[src/rtl/y86_pkg.sv]
// Shared Y86 write-back definitions: instruction codes, special register IDs,
// sequencer state encoding and the captured request record.
package y86_pkg;

  localparam logic [3:0] I_HALT   = 4'h0;
  localparam logic [3:0] I_NOP    = 4'h1;
  localparam logic [3:0] I_RRMOVQ = 4'h2;
  localparam logic [3:0] I_IRMOVQ = 4'h3;
  localparam logic [3:0] I_RMMOVQ = 4'h4;
  localparam logic [3:0] I_MRMOVQ = 4'h5;
  localparam logic [3:0] I_OPQ    = 4'h6;
  localparam logic [3:0] I_JXX    = 4'h7;
  localparam logic [3:0] I_CALL   = 4'h8;
  localparam logic [3:0] I_RET    = 4'h9;
  localparam logic [3:0] I_PUSHQ  = 4'hA;
  localparam logic [3:0] I_POPQ   = 4'hB;

  localparam logic [3:0] RSP_ID = 4'h4;
  localparam logic [3:0] NOREG  = 4'hF;

  typedef enum logic [1:0] {
    S_IDLE = 2'd0,
    S_WR1  = 2'd1,
    S_WR2  = 2'd2
  } wb_state_e;

  typedef struct packed {
    logic [3:0]  icode;
    logic [3:0]  ra;
    logic [3:0]  rb;
    logic        cnd;
    logic [63:0] val_e;
    logic [63:0] val_m;
  } wb_req_t;

endpackage

[src/rtl/wb_decode.sv]
// Maps an instruction to its write-back destinations (E port then M port);
// NOREG on a port means that port does not write.
import y86_pkg::*;

module wb_decode (
  input  logic [3:0] icode,
  input  logic [3:0] rA,
  input  logic [3:0] rB,
  input  logic       cnd,
  output logic [3:0] dstE,
  output logic [3:0] dstM,
  output logic       two_write,
  output logic       illegal
);

  always_comb begin
    dstE      = NOREG;
    dstM      = NOREG;
    two_write = 1'b0;
    illegal   = 1'b0;
    case (icode)
      I_RRMOVQ:                 dstE = cnd ? rB : NOREG;
      I_IRMOVQ, I_OPQ:          dstE = rB;
      I_MRMOVQ:                 dstM = rA;
      I_CALL, I_RET, I_PUSHQ:   dstE = RSP_ID;
      I_POPQ: begin
        // %rsp update goes first so that popq %rsp leaves valM in %rsp
        dstE      = RSP_ID;
        dstM      = rA;
        two_write = 1'b1;
      end
      I_HALT, I_NOP, I_RMMOVQ, I_JXX: ;
      default:                  illegal = 1'b1;
    endcase
  end

endmodule

[src/rtl/regfile_wb_sequencer.sv]
// Sequences Y86 write-backs onto a single registered register-file write port;
// popq is split into two consecutive writes (WR1 then WR2).
import y86_pkg::*;

module regfile_wb_sequencer (
  input  logic        clk,
  input  logic        rst_n,
  input  logic        wb_valid,
  output logic        wb_ready,
  input  logic [3:0]  icode,
  input  logic [3:0]  rA,
  input  logic [3:0]  rB,
  input  logic        cnd,
  input  logic [63:0] valE,
  input  logic [63:0] valM,
  input  logic        halt,
  output logic        rf_we,
  output logic [3:0]  rf_waddr,
  output logic [63:0] rf_wdata,
  output logic        busy,
  output logic        func_error
);

  wb_state_e   state_q, state_d;
  wb_req_t     req_q, req_d;
  logic        rdy_en_q;
  logic        err_q, err_d;
  logic        we_q, we_d;
  logic [3:0]  waddr_q, waddr_d;
  logic [63:0] wdata_q, wdata_d;

  logic        popq_q, accept;
  logic [3:0]  dst_e, dst_m;
  logic        two_wr, illegal;

  assign popq_q   = (req_q.icode == I_POPQ);
  assign wb_ready = rdy_en_q && !halt && (state_q != S_WR2) &&
                    !((state_q == S_WR1) && popq_q);
  assign accept   = wb_valid && wb_ready;

  always_comb begin
    state_d = state_q;
    req_d   = req_q;
    if (accept) begin
      req_d.icode = icode;
      req_d.ra    = rA;
      req_d.rb    = rB;
      req_d.cnd   = cnd;
      req_d.val_e = valE;
      req_d.val_m = valM;
    end
    // halt freezes the sequencer where it is; accept is already blocked
    if (!halt) begin
      case (state_q)
        S_IDLE:  state_d = accept ? S_WR1 : S_IDLE;
        S_WR1:   state_d = popq_q ? S_WR2 : (accept ? S_WR1 : S_IDLE);
        S_WR2:   state_d = accept ? S_WR1 : S_IDLE;
        default: state_d = S_IDLE;
      endcase
    end
  end

  // Decode the request that will be current next cycle
  wb_decode u_decode (
    .icode     (req_d.icode),
    .rA        (req_d.ra),
    .rB        (req_d.rb),
    .cnd       (req_d.cnd),
    .dstE      (dst_e),
    .dstM      (dst_m),
    .two_write (two_wr),
    .illegal   (illegal)
  );

  always_comb begin
    we_d    = 1'b0;
    waddr_d = 4'h0;
    wdata_d = 64'h0;
    err_d   = err_q || (accept && illegal);
    // With halt low, entering WR1 means a fresh accept and entering WR2 means popq's second half
    if (!halt && (state_d == S_WR1)) begin
      if (dst_e != NOREG) begin
        we_d    = 1'b1;
        waddr_d = dst_e;
        wdata_d = req_d.val_e;
      end else if (!two_wr && (dst_m != NOREG)) begin
        we_d    = 1'b1;
        waddr_d = dst_m;
        wdata_d = req_d.val_m;
      end
    end else if (!halt && (state_d == S_WR2) && (dst_m != NOREG)) begin
      we_d    = 1'b1;
      waddr_d = dst_m;
      wdata_d = req_d.val_m;
    end
  end

  always_ff @(posedge clk or negedge rst_n) begin
    if (!rst_n) begin
      state_q  <= S_IDLE;
      req_q    <= '0;
      rdy_en_q <= 1'b0;
      err_q    <= 1'b0;
      we_q     <= 1'b0;
      waddr_q  <= 4'h0;
      wdata_q  <= 64'h0;
    end else begin
      state_q  <= state_d;
      req_q    <= req_d;
      rdy_en_q <= 1'b1;
      err_q    <= err_d;
      we_q     <= we_d;
      waddr_q  <= waddr_d;
      wdata_q  <= wdata_d;
    end
  end

  assign rf_we      = we_q;
  assign rf_waddr   = waddr_q;
  assign rf_wdata   = wdata_q;
  assign busy       = (state_q != S_IDLE);
  assign func_error = err_q;

endmodule

[config.mk]
export PLATFORM = sky130hd
export DESIGN_NAME = regfile_wb_sequencer
export DESIGN_NICKNAME = d
export VERILOG_FILES = /design/src/rtl/y86_pkg.sv /design/src/rtl/wb_decode.sv /design/src/rtl/regfile_wb_sequencer.sv
export SDC_FILE = /design/constraint.sdc
export NUM_CORES = 1
export LEC_CHECK = 0
export ABC_AREA = 0
export CAP_MARGIN = 20
export CORE_ASPECT_RATIO = 0.8
export CORE_MARGIN = 1
export CORE_UTILIZATION = 32
export CTS_BUF_LIST = sky130_fd_sc_hd__clkbuf_8
export DETAILED_ROUTE_END_ITERATION = 7
export MAX_ROUTING_LAYER = met4
export SLEW_MARGIN = 5
export SYNTH_ARGS = -nofsm -noshare
export SYNTH_HDL_FRONTEND = slang
export SYNTH_SLANG_ARGS = --single-unit
[constraint.sdc]
create_clock -name clk -period 4 [get_ports clk]
set_input_delay 0.8 -clock clk [delete_from_list [all_inputs] [get_ports clk]]
set_output_delay 0.8 -clock clk [all_outputs]
set_load 0.02 [all_outputs]
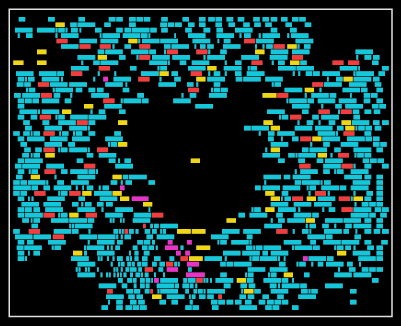
Fig. 1. Cell sizes after repair.
Drawn at 2 px/µm.
[magenta] x3 and x4 | cells: 13
[cyan] x1 and smaller | cells: 829
[red] x2 | cells: 59
[yellow] x6 and larger | cells: 52
synth-to-layout area growth: 35.8%
Final Cell Area: 0.0124 mm²
Signal buffers: 228

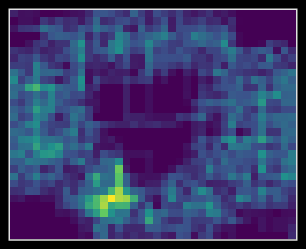
Fig. 2. Wire density map.
Drawn at 1.5 px/µm. 38 x 31 tiles, from dark purple (low) to yellow (high), scaled to the fullest tile. Values are wire area over tile area, all layers added.
nearly empty tiles: 17%
tiles over half the peak: 3.3%
mean over tiles: 0.12
fullest tile: 0.62
All-Layer GR Usage: 0.156
final wirelength: 22100 µm
WL per Instance: 16.8 µm
vias: 6025

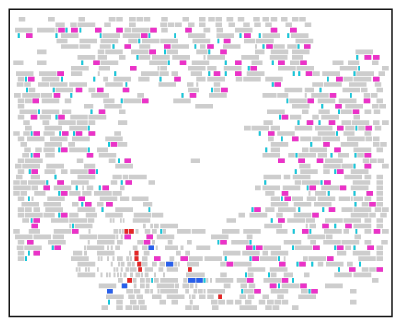
Fig. 3. Gate families picked out.
Drawn at 2 px/µm.
[blue] non-inverting ao/oa cells | cells: 6 | where: bottom centre
[cyan] inv cells | cells: 133 | most used: inv_1 | where: all over the die
[magenta] mux cells | cells: 133 | most used: mux2i_1 | where: all over the die
[red] and/or cells | cells: 9 | most used: and3_1
non-filler instance count after layout: 1319
multi-input combinational area share: 0.245
most numerous logic cell after layout: clkdlybuf4s50_1

==> impl_metrics.yaml <==
# synthesis and place-and-route metrics
layout:
  num_antenna_cells: 2
  clkbuf_count: 46
  clock_area_frac: 0.0569
  final_util: 0.447
  largest_class: "registers"
  buffer_area_frac: 0.188
  layout_top_cells: "clkdlybuf4s50_1 (215), dfrtp_1 (214), inv_1 (147), mux2i_1 (132), o32ai_2 (50)"
  largest_register_ffs: 141
  flop_area_mm2: 0.00536
  top_register: "req_q"
  drive_above_1_share: 0.130
  comb.multi_input.count: 315
  inv_count: 133
  combGateArea_mm2: 0.00302
logic_synthesis:
  logic_family: "multiplexers"
  ys_types: 48
  ys_area_mm2: 0.00910
  syn_avg_cell_area_um2: 13.0
  synth_cells: 703
  top_cell: "dfrtp_1"
  flop_cell: "dfrtp_1"
  synthArstFlopShare: 1.00
  ys_warn_count: 0
  ys_seq_frac: 0.588
  adder_share: 0
  syn-num-nets: 848
  synth-edff-count: 0
  compound_area_frac: 0.139
  ys_sh_xor: 0
  top_cell_area_share: 0.588
  synth_top_cell_by_area: "dfrtp_1"
  ys.flops: 214
  top_cells_by_count: "dfrtp_1 (214), inv_1 (133), mux2i_1 (132)"
  synth_area_mm2: 0.00910
  simple_gate_share: 0.0431
  yosys-top-cells-area: "dfrtp_1 (59%), mux2i_1 (15%), o32ai_2 (8.9%)"
  yosys-stat-cells: 703
clock_network:
  cts.sinks: 214
  insertion_delay_ns: 0.51
  cts.clk_slew.worst_paths_ns: 0.06
  htree_levels: 2
  cts_max_path_buffers: 3
  cts_resized: 0
  postCtsSetupRepairBufs: 0
  cts_buffers: 37
  tritoncts: "yes"
  cts_root_buffer: "clkbuf_8"
setup_path:
  cp_top_family: "buffers and inverters"
  critPathCapture: "wb_ready"
  r2r-end: "rf_wdata[11]$_DFF_PN0_"
  crit_buf_inv: 2
  reg2reg_slack_ns: 1.37
  critPathCaptureType: "output port"
  crit_start: "halt"
  r2r.worst_path.cells: 6
  cp_slowest_stage_delay_ns: 0.63
  slowest_stage: "clkdlybuf4s50_1"
  rr_startpoint: "req_q[140]$_DFF_PN0_"
  timing.critical_path.mode_cell: "clkdlybuf4s50_1"
  crit_required_ns: 3.20
  start_kind: "input pin"
  cp.arrival_ns: 2.28
  crit_cells: 4
  crit_type: "input pin to output port"
  crit_fanout: 6
die:
  ios: 217
  die_width_um: 191
  taps: 364
  rows: 54
  core_mm2: 0.0276
  fp_util: 0.329
final_timing:
  period_minus_slack_ns: 3.08
  maxSlewHeadroom: 0.418
  finalHoldViolCount: 0
  setup_viol: 0
  rsz0062_at_grt: "false"
  tightestPinTransition_ns: 0.873
  max_freq_mhz: 325
  setup_tns_ns: 0
  worst_clock_skew_ns: 0.0139
  worst_slack_ns: 0.923
  whs_ns: 0.370
pwr:
  powerDensity_mw_per_mm2: 454
  comb-power_w: 0.00113
  leakagePower_nw: 6.37
  clkPwrFrac: 0.336
  p_int_w: 0.00401
  pg_seq_w: 0.00260
  switchingPower_w: 0.00160
  finalPower_w: 0.00561
  p_seq_frac: 0.463
  peakVddDrop_v: 0.000247
  combPwrFrac: 0.201
  top_power_group: "registers"
global_route:
  gr-total-overflow: 0
  grt_pass1_vias: 6279
  grt.met1_usage: 0.216
  grt_pass1_wl_um: 34500
  grt_max_degree: 115
  grt.met2_usage: 0.215
  use_met3: 0.0512
  antenna_found_initial: 2
placed_design:
  routabilityCongestion: 0.827
  port_buffers: 216
  placedCellCount: 1254
  pre_cts_slack_ns: 0.731
  placed_cell_area_mm2: 0.0117
drt:
  viasPerCell: 4.57
  drc: 0
  m1WireLength_um: 10600
  drt_iter0_markers: 289
  met3_length_um: 1760
  wl_met2_um: 9320
  dr.pass1.iters: 4
  top_layer_used: "met4"
run_status:
  status: "finished clean"
run:
  maxCapViolCount: 0
min_path:
  hold_path_class: "input pin to async pin"
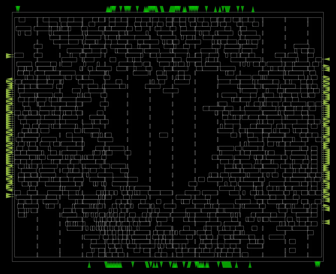
Fig. 4. Cell placement.
fillers: 2570
Seq area share: 0.433
seq_cells: 214

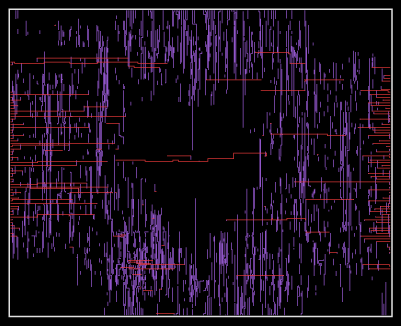
Fig. 5. Metal layers overlaid.
Drawn at 2 px/µm. Only two layers are drawn.
[red] M3 | wire length: 1760 µm
[purple] M2 | wire length: 9320 µm

Power is estimated from default activity; no workload was simulated.
